$ cat config.mk
export PLATFORM = sky130hd
export DESIGN_NAME = axi4_lite_reg_slave
export DESIGN_NICKNAME = d
export VERILOG_FILES = /design/src/rtl/axi4_lite_pkg.sv /design/src/rtl/axi4_lite_regfile.sv /design/src/rtl/axi4_lite_reg_slave.sv
export SDC_FILE = /design/constraint.sdc
export NUM_CORES = 1
export LEC_CHECK = 0
export CAP_MARGIN = 30
export CORE_ASPECT_RATIO = 1.1
export CORE_MARGIN = 1
export CORE_UTILIZATION = 35
export CTS_CLUSTER_SIZE = 25
export DETAILED_ROUTE_END_ITERATION = 12
export GPL_TIMING_DRIVEN = 1
export SYNTH_ARGS = -nofsm -noshare
export SYNTH_HDL_FRONTEND = slang
export SYNTH_SLANG_ARGS = --single-unit
$ cat constraint.sdc
create_clock -name ACLK -period 30.6 [get_ports ACLK]
set_input_delay 6.12 -clock ACLK [delete_from_list [all_inputs] [get_ports ACLK]]
set_output_delay 6.12 -clock ACLK [all_outputs]
set_load 0.005 [all_outputs]
$ cat src/rtl/axi4_lite_pkg.sv
// Shared types and address helpers for the AXI4-Lite register slave.
// AXI_LITE_WSTRB_EN selects byte-strobe support in the slave.
package axi4_lite_pkg;

    typedef enum logic [1:0] {
        OKAY   = 2'b00,
        SLVERR = 2'b10
    } resp_t;

    typedef enum logic {
        W_IDLE,
        W_RESP
    } wr_state_t;

    typedef enum logic {
        R_IDLE,
        R_DATA
    } rd_state_t;

    function automatic logic [31:0] addr_to_idx(
        input logic [63:0] addr,
        input int unsigned lsb,
        input int unsigned iw
    );
        return 32'((addr >> lsb) & ((64'd1 << iw) - 64'd1));
    endfunction

    // Any address bit above the index field makes the access invalid.
    function automatic logic addr_in_range(
        input logic [63:0] addr,
        input int unsigned lsb,
        input int unsigned iw
    );
        return (addr >> (lsb + iw)) == 64'd0;
    endfunction

endpackage

$ cat src/rtl/axi4_lite_regfile.sv
// Register array: one byte-enabled write port, one combinational read port.
// Every register reloads RESET_VAL on reset.
module axi4_lite_regfile #(
    parameter int unsigned DATA_WIDTH = 32,
    parameter int unsigned NUM_REGS   = 16,
    parameter int unsigned IDX_W      = 4,
    parameter logic [DATA_WIDTH-1:0] RESET_VAL = '0
) (
    input  logic                    clk,
    input  logic                    rst,
    input  logic                    we,
    input  logic [IDX_W-1:0]        widx,
    input  logic [DATA_WIDTH-1:0]   wdata,
    input  logic [DATA_WIDTH/8-1:0] wbe,
    input  logic [IDX_W-1:0]        ridx,
    output logic [DATA_WIDTH-1:0]   rdata
);

    logic [DATA_WIDTH-1:0] regs [NUM_REGS];

    always_ff @(posedge clk or posedge rst) begin
        if (rst) begin
            for (int i = 0; i < int'(NUM_REGS); i++) begin
                regs[i] <= RESET_VAL;
            end
        end else if (we) begin
            for (int b = 0; b < int'(DATA_WIDTH / 8); b++) begin
                if (wbe[b]) begin
                    regs[widx][8*b +: 8] <= wdata[8*b +: 8];
                end
            end
        end
    end

    assign rdata = regs[ridx];

endmodule

$ cat src/rtl/axi4_lite_reg_slave.sv
// AXI4-Lite slave exposing NUM_REGS read/write registers with OKAY/SLVERR responses.
// Define AXI_LITE_WSTRB_EN to add the WSTRB port and per-byte writes.
module axi4_lite_reg_slave
    import axi4_lite_pkg::*;
#(
    parameter int unsigned ADDR_WIDTH = 32,
    parameter int unsigned DATA_WIDTH = 32,
    parameter int unsigned NUM_REGS   = 16,
    parameter logic [DATA_WIDTH-1:0] RESET_VAL = '0
) (
    input  logic                    ACLK,
    input  logic                    ARESET,
    input  logic [ADDR_WIDTH-1:0]   AWADDR,
    input  logic                    AWVALID,
    output logic                    AWREADY,
    input  logic [DATA_WIDTH-1:0]   WDATA,
`ifdef AXI_LITE_WSTRB_EN
    input  logic [DATA_WIDTH/8-1:0] WSTRB,
`endif
    input  logic                    WVALID,
    output logic                    WREADY,
    output logic [1:0]              BRESP,
    output logic                    BVALID,
    input  logic                    BREADY,
    input  logic [ADDR_WIDTH-1:0]   ARADDR,
    input  logic                    ARVALID,
    output logic                    ARREADY,
    output logic [DATA_WIDTH-1:0]   RDATA,
    output logic [1:0]              RRESP,
    output logic                    RVALID,
    input  logic                    RREADY
);

    localparam int unsigned NB  = DATA_WIDTH / 8;
    localparam int unsigned LSB = $clog2(NB);
    localparam int unsigned IW  = $clog2(NUM_REGS);

    wr_state_t wstate;
    rd_state_t rstate;

    logic                  aw_done, w_done;
    logic [ADDR_WIDTH-1:0] awaddr_q;
    logic [DATA_WIDTH-1:0] wdata_q;
    logic [ADDR_WIDTH-1:0] waddr;
    logic [DATA_WIDTH-1:0] wdat;
    logic [NB-1:0]         wbe;
    logic [IW-1:0]         widx, ridx;
    logic [DATA_WIDTH-1:0] rf_rdata;
    logic aw_hs, w_hs, aw_ok, w_ok, commit, w_inr, we;
    logic ar_hs, ar_inr;

    assign aw_hs  = AWVALID && AWREADY;
    assign w_hs   = WVALID && WREADY;
    assign aw_ok  = aw_done || aw_hs;
    assign w_ok   = w_done || w_hs;
    assign commit = (wstate == W_IDLE) && aw_ok && w_ok;

    // Halves that arrived earlier come from the capture registers.
    assign waddr = aw_done ? awaddr_q : AWADDR;
    assign wdat  = w_done ? wdata_q : WDATA;
    assign w_inr = addr_in_range(64'(waddr), LSB, IW);
    assign widx  = IW'(addr_to_idx(64'(waddr), LSB, IW));
    assign we    = commit && w_inr;

`ifdef AXI_LITE_WSTRB_EN
    logic [NB-1:0] wstrb_q;

    always_ff @(posedge ACLK or posedge ARESET) begin
        if (ARESET) begin
            wstrb_q <= '0;
        end else if (wstate == W_IDLE && w_hs) begin
            wstrb_q <= WSTRB;
        end
    end

    assign wbe = w_done ? wstrb_q : WSTRB;
`else
    assign wbe = '1;
`endif

    always_ff @(posedge ACLK or posedge ARESET) begin
        if (ARESET) begin
            wstate   <= W_IDLE;
            AWREADY  <= 1'b0;
            WREADY   <= 1'b0;
            BVALID   <= 1'b0;
            BRESP    <= OKAY;
            aw_done  <= 1'b0;
            w_done   <= 1'b0;
            awaddr_q <= '0;
            wdata_q  <= '0;
        end else begin
            unique case (wstate)
                W_IDLE: begin
                    if (commit) begin
                        wstate  <= W_RESP;
                        BVALID  <= 1'b1;
                        BRESP   <= w_inr ? OKAY : SLVERR;
                        AWREADY <= 1'b0;
                        WREADY  <= 1'b0;
                        aw_done <= 1'b0;
                        w_done  <= 1'b0;
                    end else begin
                        if (aw_hs) begin
                            aw_done  <= 1'b1;
                            awaddr_q <= AWADDR;
                        end
                        if (w_hs) begin
                            w_done  <= 1'b1;
                            wdata_q <= WDATA;
                        end
                        AWREADY <= !aw_ok;
                        WREADY  <= !w_ok;
                    end
                end
                W_RESP: begin
                    if (BVALID && BREADY) begin
                        wstate  <= W_IDLE;
                        BVALID  <= 1'b0;
                        AWREADY <= 1'b1;
                        WREADY  <= 1'b1;
                    end
                end
                default: wstate <= W_IDLE;
            endcase
        end
    end

    assign ar_hs  = ARVALID && ARREADY;
    assign ar_inr = addr_in_range(64'(ARADDR), LSB, IW);
    assign ridx   = IW'(addr_to_idx(64'(ARADDR), LSB, IW));

    // Read data is sampled before any same-edge write lands in the array.
    always_ff @(posedge ACLK or posedge ARESET) begin
        if (ARESET) begin
            rstate  <= R_IDLE;
            ARREADY <= 1'b0;
            RVALID  <= 1'b0;
            RDATA   <= '0;
            RRESP   <= OKAY;
        end else begin
            unique case (rstate)
                R_IDLE: begin
                    if (ar_hs) begin
                        rstate  <= R_DATA;
                        ARREADY <= 1'b0;
                        RVALID  <= 1'b1;
                        RDATA   <= ar_inr ? rf_rdata : '0;
                        RRESP   <= ar_inr ? OKAY : SLVERR;
                    end else begin
                        ARREADY <= 1'b1;
                    end
                end
                R_DATA: begin
                    if (RVALID && RREADY) begin
                        rstate  <= R_IDLE;
                        RVALID  <= 1'b0;
                        ARREADY <= 1'b1;
                    end
                end
                default: rstate <= R_IDLE;
            endcase
        end
    end

    axi4_lite_regfile #(
        .DATA_WIDTH(DATA_WIDTH),
        .NUM_REGS  (NUM_REGS),
        .IDX_W     (IW),
        .RESET_VAL (RESET_VAL)
    ) u_regfile (
        .clk  (ACLK),
        .rst  (ARESET),
        .we   (we),
        .widx (widx),
        .wdata(wdat),
        .wbe  (wbe),
        .ridx (ridx),
        .rdata(rf_rdata)
    );

endmodule
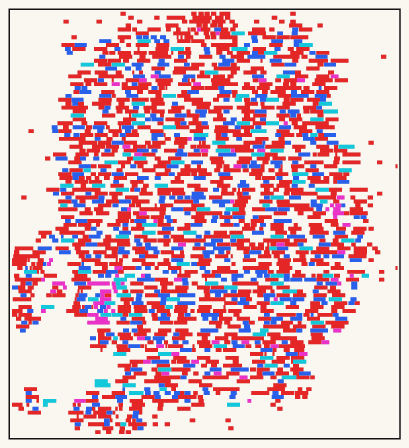
run_1/sizes.png
legend:
  _3 and _4 cells:
    colour: magenta
    cells: 82
    share: 4.3%
  _0 and _1 cells:
    colour: red
    cells: 1,232
    share: 65%
  _2 cells:
    colour: blue
    cells: 476
    share: 25%
  _6 and larger:
    colour: cyan
    cells: 107
    share: 5.6%

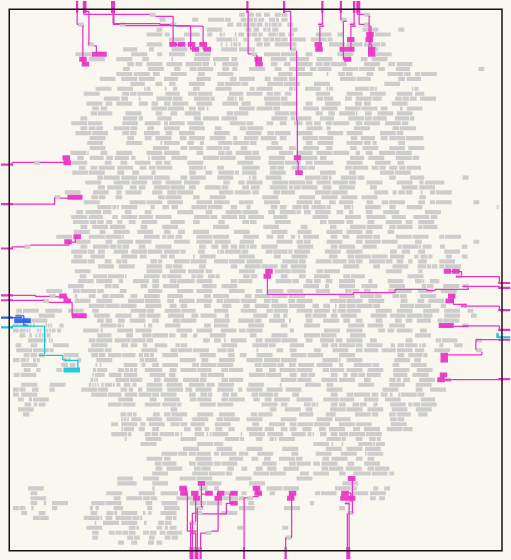
run_1/io_fan.png
legend:
  `BVALID`:
    colour: blue
    bits: 1
    direction: output
    edge: left
    end_cells: 1
    buffers: 1
    wire: 22.2 um
  `WDATA`:
    colour: magenta
    bits: 32
    direction: input
    edge: 12 top, 9 bottom, 6 right, 5 left
    end_cells: 64
    buffers: 32
    wire: 1,400 um
  `BRESP`:
    colour: cyan
    bits: 2
    direction: output
    edge: 1 right, 1 left
    end_cells: 2
    buffers: 1
    wire: 66.1 um

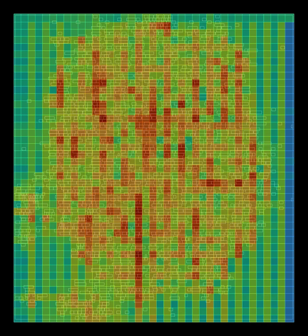
run_1/congestion.png
All-Layer GR Usage: 0.1695
Core Util, Final: 0.4131
met2 Resource Use GR: 0.2805
drt wl/cell: 22.63 um
busiest metal layer after global routing: met2

## run 1: cells by family (layout without fill, tap and decap cells)
group,Yosys count,in the layout,share of synthesized area
mux,731,731,0.3523
flops,617,617,0.5548
buf+inv,156,306,0.03084
simple gates,126,126,0.02792
compound gates,115,115,0.03408
other cells,1,2,0.0001347
## run 1: metrics by stage
stage | power, uW | setup slack [ns] | cells | cell area (um2)
6_report | 1983 | 21.43 | 2942 | 32540
5_1_grt | 2074 | 21.34 | 2942 | 32540
4_1_cts | 2012 | 21.41 | 2939 | 32460
3_5_place_dp | 1183 | 20.77 | 2821 | 30230
3_3_place_gp | 1167 | 20.49 | 2809 | 29950
2_1_floorplan | 1092 | 7.203 | 1747 | 27840
## run 1: state kept, by name (all words and copies together), names as in the netlist, 30 cells and up
| name | flops |
|---|---|
| wdata_q | 32 |
| awaddr_q | 30 |
| u_regfile.regs | 512 |
| RDATA | 32 |
## run 1: final cells by class
cell class | count | area (um2)
fillers | 7099 | 46240
flip-flops and latches | 617 | 15440
multi-input cells | 974 | 11570
clock buffers | 97 | 1964
repair buffers | 181 | 1951
well taps | 1045 | 1308
clock inverters | 21 | 270.3
inverters | 7 | 33.78
## run 1: where the power goes
| group | switching, uW | total [uW] | internal, uW | leakage (uW) |
|---|---|---|---|---|
| clock network | 328 | 819 | 490 | 0.00110 |
| logic | 168 | 272 | 104 | 0.00616 |
| registers | 29.2 | 893 | 864 | 0.00847 |
| total | 525 | 1980 | 1460 | 0.0157 |
## run 1: cells in the final DEF (no fill, tap or decap), drive strengths merged, types with 20 or more instances in the layout
cell type / netlist / routed
a22o: 32 / 32
nand2: 55 / 55
nor2: 20 / 20
clkdlybuf4s50: 0 / 135
buf: 78 / 45
dfrtp: 617 / 617
a22oi: 66 / 66
clkbuf: 71 / 98
mux2: 603 / 603
mux4: 128 / 128
==> CHANGELOG.md, run 1 <==
### Metrics

- Run status: finished, final reports clean
- Cts hold-fix bufs: 0
- Fmax: ~0.11 GHz
- Starting DRT DRC Count: between 800 and 900
- Worst reg2reg path startpoint: aw_done$_DFFE_PP0P_
- Biggest area cells: dfrtp_1, mux2_2, mux4_2
- Top layer reached by signal wires: met4
- H-Tree Depth: 3
- Cells after Synth: between 1,500 and 2,000
- Vias in the first global route: roughly 17,000
- Reg2reg path depth: 6
- Worst r2r dst: u_regfile.regs[159]$_DFFE_PP0P_
- Via count: 15,532
- Met2 Wirelength: about 33,000 um
- Met1 Wirelength: roughly 30,000 um
- Slew headroom: 0.3809
- Critical path buffer and inverter count: 2
- First-pass GRT wire length: ~110,000 um
- Post-synth EDFFs: 0
- Cell Type Count: 43
- Initial antenna violation count: 0
- Total grt overflow: 0
- Yosys warnings: 0
- HP Start: u_regfile.regs[58]$_DFFE_PP0P_
- Fin nets: roughly 2,000
- GRT met1 Usage: 0.2315
- CTS Buffer Depth: 3
- Crit path time final: slightly above 9 ns
- Prevailing post-synth register cell: dfrtp_1
- Most numerous cell in the Yosys netlist: dfrtp_1
- Slowest-stage cell, CP: a22oi_4
- CP delay by family, top: simple AND/OR/NAND/NOR gates
- R2R Setup Slk: approximately 27 ns
- CP required: 31.07 ns
- Core Footprint: 0.07878 mm2
- Crit path max fanout: 32
- Static Leak: approximately 0.016 uW
- Root Driver: clkbuf_16
- Chip area: 0.08065 mm2
- Area leader, netlist: dfrtp_1
- Tool warning count: 32
- Share of layout cells above drive strength 1: 0.3506
- RSZ-0062 raised after global routing: no
- FP Core Util: 0.3533
- Chip Area, Yosys: about 0.028 mm2
- Area share, top type: 0.5548
- Hold EP: u_regfile.regs[58]$_DFFE_PP0P_
- Yosys reg bits: between 600 and 700
- Num rows: between 100 and 150
- Critical path origin: AWADDR[11]
- Setup Fix Bufs, Post-CTS: 0
- Number of I/O port buffers: approximately 140
- Die Y-Extent: between 200 and 300 um
- Largest net degree at the start of global routing: 132
- Hold Path Class: flip-flop to flip-flop
- Synth async-reset ratio: 1.000
- HPWL after DPL: between 30,000 and 40,000 um
- Hold slack: between 0.4 and 0.5 ns
- Slowest Stage Delay on Critical Path: around 0.75 ns
- GR Layer Usage met3: 0.03031
- Worst endpoint data arrival time: just under 10 ns
- Power Density: 60.95 mW/mm2
- Worst Setup Path Type: primary input to flip-flop
- Sink Count: 617
- Final setup fails: 0
- Mean Syn Cell Area: around 16 um2
- Cts bufs inserted: roughly 68
- Hold Path Stages: 1
- Final worst-path cycle share: 0.2997
- CTS clock-pin slew for the worst setup and hold paths: roughly 0.06 ns
- # resized after CTS: 0
- Synth Seq Share: 0.5548
- Clk_skew: 0.02110 ns
- Antenna Diode Count: 0
- Final wirelength: around 67,000 um
- Yosys cell count: 1,746
- TritonCTS clock tree: yes
- Synth Cell Area: 0.02783 mm2
- Critical Path Stages: 7
- Clk_lat worst skew: approximately 0.60 ns
- GP Congestion: around 0.7
- Die x size: around 270 um
- Area growth syn-to-layout: 16.93%
- Routed wire length on met3: 2679 um
- Hold Fails Final Rpt: 0
- DR pass1 iterations: 5
- Vias per inst: ~5.3
- MaxCap Viol Count: 0
- CP endpoint: u_regfile.regs[159]$_DFFE_PP0P_
- CP startpoint kind: primary input
- Worst-path cell chain: clkdlybuf4s50_1 > nor4_1 > nand4_1 > a22oi_4 > and4_2 > buf_4 > mux2_2
- DRC: 0
- Final ANT Viol Nets: 0
- Max-slew violations: 0
- Slew @ Worst Pin: between 0.9 and 1 ns
- Post-synth top cells: dfrtp_1, mux2_2, mux2_1, mux4_2, clkbuf_1
- Crit end category: flip-flop
- Setup TNS: 0 ns
- Max rail drop VDD: 43.00 uV
- Io pins: 144
run_1/placement_by_type.png
Bar = 100 um.
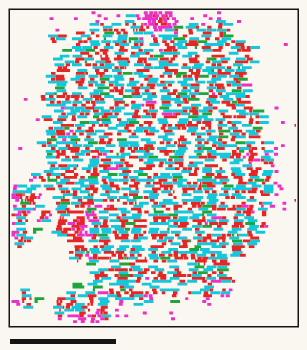

==> run 2: changes to the inputs <==
==> constraint.sdc (replaced) <==
create_clock -name ACLK -period 8.9 [get_ports ACLK]
set_input_delay 1.78 -clock ACLK [delete_from_list [all_inputs] [get_ports ACLK]]
set_output_delay 1.78 -clock ACLK [all_outputs]
set_load 0.005 [all_outputs]
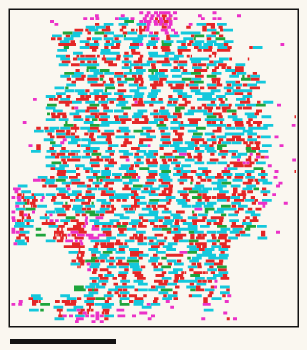
run_2/placement_by_type.png
Bar = 100 um.
legend:
  other buffers and delay cells:
    colour: magenta
    cells: 173
    share_of_their_area: 5.8%
  combinational and other logic:
    colour: red
    cells: 981
    share_of_their_area: 37%
  flops:
    colour: cyan
    cells: 617
    share_of_their_area: 50%
  clock drivers and dummy loads:
    colour: green
    cells: 116
    share_of_their_area: 6.9%

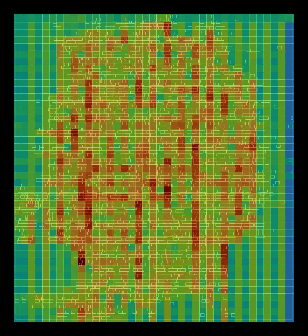
run_2/congestion.png
GRT met1 Usage: 0.2312
All-Layer GR Usage: 0.1682
met2 Resource Use GR: 0.2720

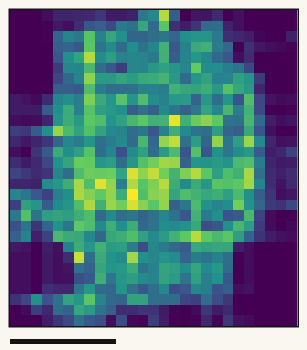
run_2/metal_density.png
Bar = 100 um. 27 x 30 tiles, from dark purple (low) to yellow (high), scaled to the fullest tile. Values are wire area over tile area, all layers added.
mean over tiles: 0.13
fullest tile: 0.36
nearly empty tiles: 16%
emptiest ninth of the die: bottom right
tiles over half the peak: 32%

==> run 2 against run 1 <==
Global-route usage is 0.13 points lower. Synthesized area stayed put. Sequential power rose to 3.4 times the previous value. Final cell count decreased by 0.34%. Non-clock buffer count down 8. Combinational power went up to 3.4 times the previous value. First-iteration DRC count up 4.7%. Clock-buffer cell count decreased by 1. Via count decreased by 0.50%. Register-to-register slack worse by 22 ns. Routed wire length is 1.2% lower.
==> CHANGELOG.md, run 2 <==
### Metrics

- # resized after CTS: 0
- Cell Count, Final, Fillers Out: 2,932
- Internal power: just under 5000 uW
- Final wirelength: 65,800 um
- Final ANT Viol Nets: 0
- Top cells excl fill/tap: dfrtp_1, mux2_2, mux2_1
- CP delay by family, top: simple AND/OR/NAND/NOR gates
- Critical path buffer and inverter count: 2
- Chip Area, Yosys: 0.02783 mm2
- Hold EP: u_regfile.regs[37]$_DFFE_PP0P_
- Switching Share: 0.2699
- Clk_skew: about 0.023 ns
- Synth async-reset ratio: 1.000
- CP startpoint kind: primary input
- H-Tree Depth: 3
- Worst r2r dst: u_regfile.regs[277]$_DFFE_PP0P_
- Synth Cell Area: about 0.028 mm2
- Total grt overflow: 0
- Clk_lat worst skew: between 0.6 and 0.7 ns
- Sink Count: between 600 and 700
- Worst Setup Path Type: primary input to flip-flop
- Max FFs per register: 512
- First-pass GRT wire length: ~100,000 um
- Antenna Diode Count: 0
- Vias per inst: 5.271
- FP Core Util: 0.3533
- Net Sw Power: around 1800 uW
- MaxCap Viol Count: 0
- Worst-path cell chain: clkdlybuf4s50_1 > nor4_1 > nand4_1 > a22oi_4 > nor4b_4 > buf_4 > mux2_2
- Flop pwr share: 0.457
- Clock power share: 0.405
- Fill cells: roughly 7,100
- Slowest Stage Delay on Critical Path: 0.73 ns
- HP Start: u_regfile.regs[37]$_DFFE_PP0P_
- Synth Area in Compound Gates: 0.03408
- Cts bufs inserted: roughly 69
- GP Congestion: between 0.7 and 0.8
- Area growth syn-to-layout: 16.02%
- Dominant logic cell type in the layout: dfrtp_1
- HPWL after DPL: between 30,000 and 40,000 um
- Via count: around 15,000
- Biggest regs: u_regfile.regs x512, RDATA x32, wdata_q x32
- Core Footprint: between 0.07 and 0.08 mm2
- Area leader, netlist: dfrtp_1
- Starting DRT DRC Count: about 890
- Biggest area cells: dfrtp_1, mux2_2, mux4_2
- Post-synth EDFFs: 0
- Hold slack: 0.4826 ns
- Cell Type Count: about 43
- Power Density: slightly above 200 mW/mm2
- Main logic family after synthesis: multiplexers
- Number of I/O port buffers: approximately 140
- Setup TNS: 0 ns
- Cell count after placement: 2,816
- Xor/xnor share: 0
- Max rail drop VDD: 156.3 uV
- Chip area: ~0.081 mm2
- Final setup fails: 0
- Cells after Synth: about 1,700
- Area post-placement: between 0.03 and 0.04 mm2
- Slowest-stage cell, CP: a22oi_4
- Final Instance Area: roughly 0.032 mm2
- Run status: finished, final reports clean
- TritonCTS clock tree: yes
- CP required: 9.38 ns
- Die x size: approximately 270 um
==> run 2: cell counts after synthesis <==
No cell type changed its count.
==> run 2: worst max path at each step <==
stage / slack (ns) / startpoint / depth (start not counted) / end
after floorplan: -1.30 / ARESET / 1 / ARREADY$_DFFE_PP0P_
after global placement: 3.12 / AWADDR[11] / 6 / u_regfile.regs[429]$_DFFE_PP0P_
after detailed placement: 3.44 / AWADDR[11] / 7 / u_regfile.regs[266]$_DFFE_PP0P_
after CTS: 4.07 / AWADDR[11] / 7 / u_regfile.regs[279]$_DFFE_PP0P_
after global routing: 4.01 / AWADDR[11] / 7 / u_regfile.regs[277]$_DFFE_PP0P_
final: 4.18 / AWADDR[11] / 7 / u_regfile.regs[277]$_DFFE_PP0P_
==> run 2: final cells by class <==
| cell class | instances | share of cell area |
|---|---|---|
| Timing Repair Buffer | 173 | 0.05537 |
| Sequential cell | 617 | 0.4782 |
| Clock buffer | 96 | 0.06130 |
| Multi-Input combinational cell | 974 | 0.3585 |
| Tap cell | 1045 | 0.04049 |
| Inverter | 7 | 0.0009300 |
| Clock inverter | 20 | 0.005231 |
==> run 2: power by group through the flow <==
stage                     Clock (uW)  Combinational [uW]  Sequential [uW]
final                           2720                 927             3070
after global routing            2920                1020             3100
after CTS                       2810                 947             3070
after detailed placement           0                 945             3120
after global placement             0                 905             3110
after floorplan                    0                 665             3090
==> run 2: layer usage <==
layer / global-route usage / part of all wire / up-vias / routed length [um]
met5: 0 / 0 / - / 0
met4: 0.05112 / 0.020 / 0 / 1318
met3: 0.02821 / 0.037 / 83 / 2446
met2: 0.2720 / 0.49 / 263 / 31960
met1: 0.2312 / 0.46 / 8397 / 30080
li1: - / - / 6711 / -
==> run 3: changes to the inputs <==
==> constraint.sdc (replaced) <==
create_clock -name ACLK -period 4.57 [get_ports ACLK]
set_input_delay 0.914 -clock ACLK [delete_from_list [all_inputs] [get_ports ACLK]]
set_output_delay 0.914 -clock ACLK [all_outputs]
set_load 0.005 [all_outputs]
==> run 3 against run 2 <==
Synthesized cell count is the same. Combinational power grew 97%. Largest cell class unchanged. Critical path depth shrank 1.
==> CHANGELOG.md, run 3 <==
### Metrics

- Critical path origin: aw_done$_DFFE_PP0P_
- Fill cells: roughly 7,000
- Top cells excl fill/tap: dfrtp_1, mux2_2, mux2_1
- Clk_skew: 0.01994 ns
- Worst endpoint data arrival time: about 3.8 ns
- Crit path time final: about 3.3 ns
- Clk pwr: 5570 uW
- Chip Area, Yosys: ~0.028 mm2
- Final worst-path cycle share: 0.7248
- Largest net degree at the start of global routing: 137
- Hold slack: about 0.48 ns
- Yosys cell count: 1,746
- Area share, top type: 0.5548
- Leading power group: sequential cells
- All-Layer GR Usage: 0.1732
- Cell Type Count: about 43
- Max rail drop VDD: 306.0 uV
- Fin nets: 1,960
- Synth async-reset ratio: 1.000
- Core Footprint: between 0.07 and 0.08 mm2
- DR pass1 iterations: 6
- Num rows: 108
- CTS Buffer Depth: 3
- Slew headroom: 0.4495
- Worst r2r dst: u_regfile.regs[297]$_DFFE_PP0P_
- HPWL after DPL: ~39,000 um
- Vias per inst: ~5.3
- Net Sw Power: between 3000 and 4000 uW
- Final Instance Area: between 0.03 and 0.04 mm2
- Cts hold-fix bufs: 0
- Switching Share: 0.2628
- Setup TNS: 0 ns
- Final wirelength: 68,360 um
- Vias in the first global route: between 15,000 and 20,000
- Worst reg2reg path startpoint: aw_done$_DFFE_PP0P_
- Hold Fails Final Rpt: 0
- Dominant logic cell type in the layout: dfrtp_1
- CP endpoint: u_regfile.regs[297]$_DFFE_PP0P_
- Static Leak: approximately 0.016 uW
- Crit path max fanout: 22
- Comb. pwr: between 1500 and 2000 uW
- First-pass GRT wire length: ~110,000 um
- Root Driver: clkbuf_16
- Cell Count, Final, Fillers Out: 2,951
- RSZ-0062 raised after global routing: no
- Crit end category: flip-flop
- R2R Setup Slk: 1.26 ns
- GP Congestion: roughly 0.74
- Comb pwr share: 0.136
- Starting DRT DRC Count: between 800 and 900
- Total grt overflow: 0
- Sink Count: roughly 600
- Initial antenna violation count: 0
- Chip area: just over 0.08 mm2
- Synth Cell Area: roughly 0.028 mm2
- Number of I/O port buffers: about 140
- Run status: finished, final reports clean
- MaxCap Viol Count: 0
- Clock power share: 0.417
- DRC: 0
- TritonCTS clock tree: yes
- Cts bufs inserted: 67
- Core Util, Final: 0.4141
- Final setup fails: 0
- Prevailing post-synth register cell: dfrtp_1
- FP Core Util: 0.3533
- Area post-placement: a little over 0.03 mm2
- Mean Syn Cell Area: 15.94 um2
- CTS clock-pin slew for the worst setup and hold paths: 0.06 ns
- Die x size: between 200 and 300 um
- Biggest regs: u_regfile.regs x512, RDATA x32, wdata_q x32
- Share of layout cells above drive strength 1: 0.3568
- Biggest register: u_regfile.regs
- Final Power: 13,380 uW
- Antenna Diode Count: 0
- Power Sequential: 5980 uW
- Post-synth top cells: dfrtp_1, mux2_2, mux2_1, mux4_2, clkbuf_1
- Slew @ Worst Pin: slightly above 0.8 ns
- Fmax: between 0.3 and 0.4 GHz
- Final ANT Viol Nets: 0
- Clk_lat worst skew: ~0.6 ns
- Worst Setup Path Type: flip-flop to flip-flop
- Flop pwr share: 0.447
- Synth Seq Share: 0.5548
- Power Density: roughly 410 mW/mm2
- Io pins: ~140
- Most numerous cell in the Yosys netlist: dfrtp_1
- # resized after CTS: 0
- Area leader, netlist: dfrtp_1
- Yosys reg bits: 617
- Biggest area cells: dfrtp_1, mux2_2, mux4_2
- Tool warning count: 35
- Die Y-Extent: a little under 300 um
- Cells after Synth: roughly 1,700
- Max-slew violations: 0
- Internal power: 9866 uW
- Setup Fix Bufs, Post-CTS: 0
- Hold Path Class: flip-flop to flip-flop
- Max FFs per register: ~510
- CP startpoint kind: flip-flop
- HP Start: u_regfile.regs[51]$_DFFE_PP0P_
- Post-synth EDFFs: 0
- Reg2reg path depth: 6
- Via count: between 15,000 and 20,000
- Area growth syn-to-layout: 17.20%
- CP required: 5.03 ns
- Cell count after placement: between 2,000 and 3,000
- Place WS: about 0.73 ns
- Final worst slack: between 1 and 1.5 ns
- Yosys warnings: 0
- Drt wl/cell: 23.16 um
- H-Tree Depth: 3
==> run 3: logic make-up (layout without fill, tap and decap cells) <==
| family | Yosys count | after routing | synth area share |
|---|---|---|---|
| AND-OR/OR-AND | 115 | 115 | 0.03408 |
| buffers and inverters | 156 | 315 | 0.03084 |
| flip-flops | 617 | 617 | 0.5548 |
| multiplexers | 731 | 731 | 0.3523 |
| other | 1 | 2 | 0.0001347 |
| AND/OR/NAND/NOR | 126 | 126 | 0.02792 |
==> run 3: worst min-delay path by stage <==
stage                                 endpoint  slack, ns  cells after the start
2_1_floorplan   u_regfile.regs[32]$_DFFE_PP0P_       0.45                      1
3_3_place_gp    u_regfile.regs[52]$_DFFE_PP0P_       0.46                      1
3_5_place_dp   u_regfile.regs[142]$_DFFE_PP0P_       0.47                      1
4_1_cts        u_regfile.regs[142]$_DFFE_PP0P_       0.48                      1
5_1_grt         u_regfile.regs[60]$_DFFE_PP0P_       0.50                      1
6_report        u_regfile.regs[51]$_DFFE_PP0P_       0.48                      1
==> run 3: critical path, stage by stage, from the launching register on <==
cell     delay (ns)
dfrtp_1        0.84
a21oi_1        0.18
or3_1          0.50
nor2_4         0.56
nand4_1        0.27
buf_4          0.40
mux2_1         0.39
==> run 3: metal layers <==
layer  global-route usage  up-vias  wire length [um]
met3              0.02281       86              1991
met4              0.04964        0              1239
li1                     -     6773                 -
met5                    0        -                 0
met2               0.2904      232             34100
met1               0.2343     8579             31020
==> run 3: area by class of cell <==
type | count | area [um2] | share of cell area
Clock buffer | 99 | 2052 | 0.06291
Sequential cell | 617 | 15440 | 0.4734
Clock inverter | 19 | 231.5 | 0.007096
Multi-Input combinational cell | 974 | 11570 | 0.3548
Tap cell | 1045 | 1308 | 0.04008
Timing Repair Buffer | 190 | 1983 | 0.06080
Inverter | 7 | 30.03 | 0.0009206
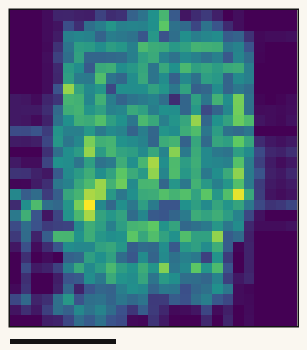
run_3/metal_density.png
Bar = 100 um. 27 x 30 tiles, from dark purple (low) to yellow (high), scaled to the fullest tile. Values are wire area over tile area, all layers added.
mean over tiles: 0.13
fullest tile: 0.40
emptiest ninth of the die: bottom right
tiles over half the peak: 27%
densest ninth of the die: middle
nearly empty tiles: 16%

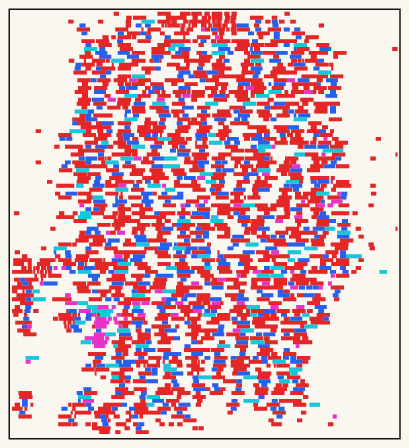
run_3/sizes.png
legend:
  _0 and _1 cells:
    colour: red
    cells: 1,226
    share: 64%
  _3 and _4 cells:
    colour: magenta
    cells: 90
    share: 4.7%
  _6 and larger:
    colour: cyan
    cells: 112
    share: 5.9%
  _2 cells:
    colour: blue
    cells: 478
    share: 25%

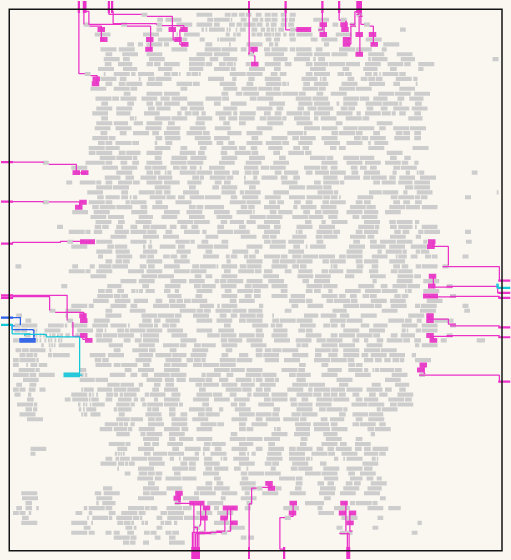
run_3/io_fan.png
legend:
  `BRESP`:
    colour: cyan
    bits: 2
    direction: output
    edge: 1 right, 1 left
    end_cells: 2
    buffers: 1
    wire: 74.0 um
  `BVALID`:
    colour: blue
    bits: 1
    direction: output
    edge: left
    end_cells: 1
    buffers: 1
    wire: 31.4 um
  `WDATA`:
    colour: magenta
    bits: 32
    direction: input
    edge: 12 top, 9 bottom, 6 right, 5 left
    end_cells: 64
    buffers: 32
    wire: 1,240 um

Power and IR drop assume default switching activity.
